The clock network:
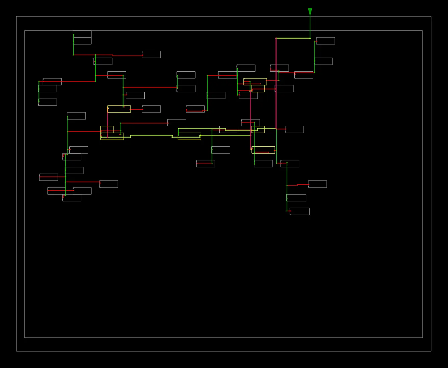
Register map, names as in the netlist:
Bar = 50 um. Other sequential cells in the stronger gray, the rest of the logic in the fainter gray.
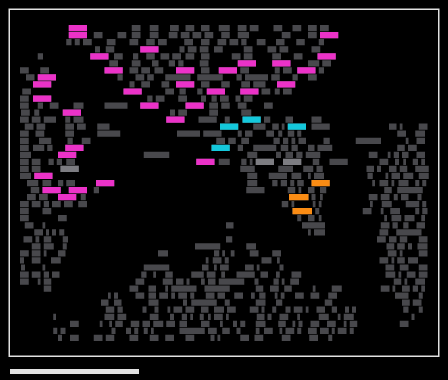
Wiring heat map:
The die is cut into 33 by 27 equal tiles; dark purple is low, yellow is high, scaled to the fullest tile. Values are wire area over tile area, all layers added.
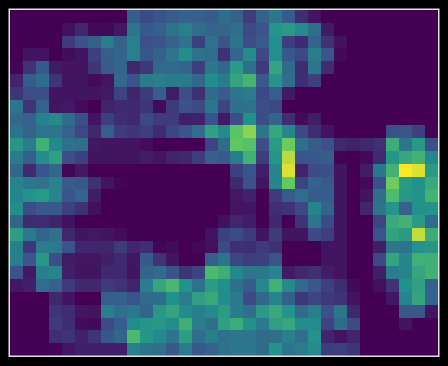
Placement density heat map:
Bar = 50 um. The die is cut into 17 by 13 equal tiles; dark purple is low, yellow is high, 0 to 100% covered.
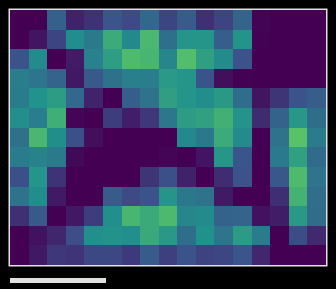
Routed metal, one color a layer:
Only two layers are drawn.
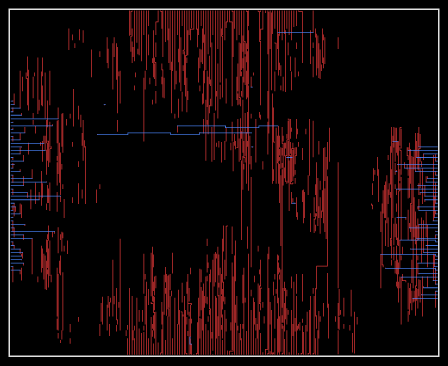
==> config.mk <==
export PLATFORM = sky130hd
export DESIGN_NAME = dmem_port_arbiter_flat
export DESIGN_NICKNAME = d
export VERILOG_FILES = /design/src/rtl/dmem_port_arbiter_if.sv /design/src/rtl/dmem_port_arbiter.sv /design/src/flat_wrapper.sv
export SDC_FILE = /design/constraint.sdc
export NUM_CORES = 1
export LEC_CHECK = 0
export CELL_PAD_IN_SITES_DETAIL_PLACEMENT = 1
export CELL_PAD_IN_SITES_GLOBAL_PLACEMENT = 2
export CORE_ASPECT_RATIO = 0.8
export CORE_MARGIN = 3
export CORE_UTILIZATION = 13
export DETAILED_ROUTE_END_ITERATION = 7
export PLACE_DENSITY = 0.73
export SYNTH_ARGS = -nofsm -noshare
export SYNTH_HDL_FRONTEND = slang
export SYNTH_SLANG_ARGS = --single-unit
==> constraint.sdc <==
create_clock -name clk -period 1.73 [get_ports clk]
set_input_delay 0.346 -clock clk [delete_from_list [all_inputs] [get_ports clk]]
set_output_delay 0.346 -clock clk [all_outputs]
set_load 0.005 [all_outputs]
==> flow_summary.toml <==
# generated from flow reports
[timing]
fin_tns_setup_ns = -24.81
period_needed_ns = 2.13
setup_viol = 85
maxSlewHeadroom_pct = 68.7
final-max-slew-violation-count = 0
rsz0062_at_grt = "yes"
hold_violations = 0
worstMarginPinSlew_ns = 0.467
fin_ws_ns = -0.396
timing.final.crit_share_pct = 123

[setup_path]
cp-end-kind = "output pin"
max_stage_delay_ns = 0.33
r2r_setup_slack_ns = -0.33
critical_path_buf_inv_count = 5
path_cells = "inv_2, ha_4, a21oi_4, a21oi_4, buf_12, buf_4, buf_16, nand2_2, o21ai_2, buf_2"
crit_top_cell = "a21oi_4"
cp.arrival_ns = 1.78
critical_path.top_delay_family = "buffers and inverters"
crit_required_ns = 1.38
worstSetupPathType = "flop to output pin"
slowest_stage = "dfxtp_2"
worstPathMaxFanout = 7
startpoint_type = "flop"
cp_num_cells = 10

[cells_and_area]
layout_top_cell = "clkdlybuf4s50_1"
area_growth_pct = 135
comb_area_um2 = 1800
design_area_um2 = 6220
finalNonFillerCells = 857
most-common-layout-cells = "clkdlybuf4s50_1 (181), nand2_1 (53), buf_2 (48), o21ai_2 (40), dfxtp_1 (40)"
nFillCells = 2235
drive_gt1_share_pct = 35.9
n_antenna_cell = 0
largest_reg_flops = 32

[clock_network]
clk_path_buf_depth = 2
cts_setup_buffers = 23
path_clk_slew_ns = 0.06
clk_latency_ns = 0.28
htreeDepth = 2
cts_root_buffer = "clkbuf_16"
cts_tree = "done"
cts_resized = 348
cts_hold_buf = 0

[synth]
ys_sh_xor_pct = 0.663
synth_warnings = 0
largest_area_cell = "dfxtp_1"
avgSynthCellArea_um2 = 7.66
yosysChipArea_um2 = 2640
aoi_share_pct = 13.4
synthesis.nets = 475
edf_count = 0
ys_types = 32
async_flop_share_pct = 0
mux_area_share_pct = 12.1
adder_share_pct = 1.42
synth_seq_share_pct = 31.8
common_cells = "nand2_1 (93), o21ai_0 (48), dfxtp_1 (42), nor2b_1 (34), buf_4 (33)"
syn_inst = 345
synth_stat.cells = 345
yosys-top-cells-area = "dfxtp_1 (32%), nand2_1 (13%), mux2i_1 (12%), buf_4 (9.4%), o21ai_0 (9.1%)"
ff_type = "dfxtp_1"
syn_area_um2 = 2640

[floorplan]
rows = 45
io_pins = 241
die_y_um = 133
die_w_um = 165

[job]
cap_viol_max_count = 0
warnings = 29

[place]
dp_hpwl_mm = 9.57
place_congestion = 0.740
dpl.cell_count = 812
io_buffers = 240
placed_area_um2 = 5240

[global_routing]
overflow = 0
grt_pass1_wl_mm = 21.9
antenna_found_initial = 0
grt_max_degree = 34

[power]
seq-power_uw = 1020
switching_share_pct = 26.7
intPower_uw = 2400
p_comb_uw = 1220
ir_drop_mv = 0.378
combPwrFrac_pct = 37.1
p_per_area_nw_per_um2 = 527
power_switching_uw = 874
power.leakage_uw = 0.00260

[outcome]
violations = "negative setup slack"
outcome = "finished with violations"

[detailed_routing]
via_per_inst = 3.93
drt-initial-drc-count = 50
ant_nets = 0
drc_errors = 0
drtPass1Iterations = 4

[hold_path]
min_path_type = "flop to flop"
Notes on 'the clock network' above:
# clk buffers: 8
Worst Skew: 0.00304 ns
clk sinks: 42
P_clk: 1040 uW
Num CTS Buffers: 5

Notes on 'register map, names as in the netlist' above:
| name in the netlist | color | placed flops |
|---|---|---|
| `u_core.r_starve_cnt` | orange | 3 |
| `u_core.r_burst_cnt` | cyan | 4 |
| `u_core.bus.ext_rdata` | magenta | 32 |
not colored: 3
Sequential cell area: 843 um^2
final core occ: 32.0%
register share of the cell area: 13.6%

Notes on 'wiring heat map' above:
tiles over half the peak: 10%
densest ninth of the die: bottom middle
mean over tiles: 0.099
nearly empty tiles: 27%
Vias: 3368
GR Util All Layers: 12.7%
routed length per instance: 16.7 um
routed wire length: 14.3 mm

Notes on 'placement density heat map' above:
densest ninth of the die: top middle
nearly empty tiles: 24%
mean over tiles: 27%
emptiest ninth of the die: top right
fullest tile: 72%
fp_density: 13.6%
Core Footprint: 19400 um^2

Notes on 'routed metal, one color a layer' above:
| layer | color | wire length |
|---|---|---|
| metal 2 | red | 7760 um |
| metal 3 | blue | 659 um |

==> layout make-up <==
class / instances / area share [%]
Timing Repair Buffer: 302 / 49.3
Multi-Input combinational cell: 242 / 29.0
Sequential cell: 42 / 13.6
Tap cell: 258 / 5.19
Clock buffer: 8 / 2.68
Inverter: 5 / 0.302
==> per-stage QoR <==
stage                     hold WS [ns]  total power, uW  utilization, %  worst slack (ns)
after global placement           0.495             2000            27.0            -0.865
after detailed placement         0.508             2030            27.0            -0.933
after floorplan                  0.475             1370               -            0.0363
after global routing             0.547             3450            32.0            -0.503
after CTS                        0.516             3310            31.5            -0.392
final                            0.516             3280            32.0            -0.396
==> layer usage <==
layer,vias up,global-route usage [%],routed length [um]
li1,1620,-,-
met1,1629,15.0,5810
met2,108,24.1,7760
met3,11,2.27,658
met4,0,2.17,106
met5,-,0,0
Power is estimated from default activity; no workload was simulated.
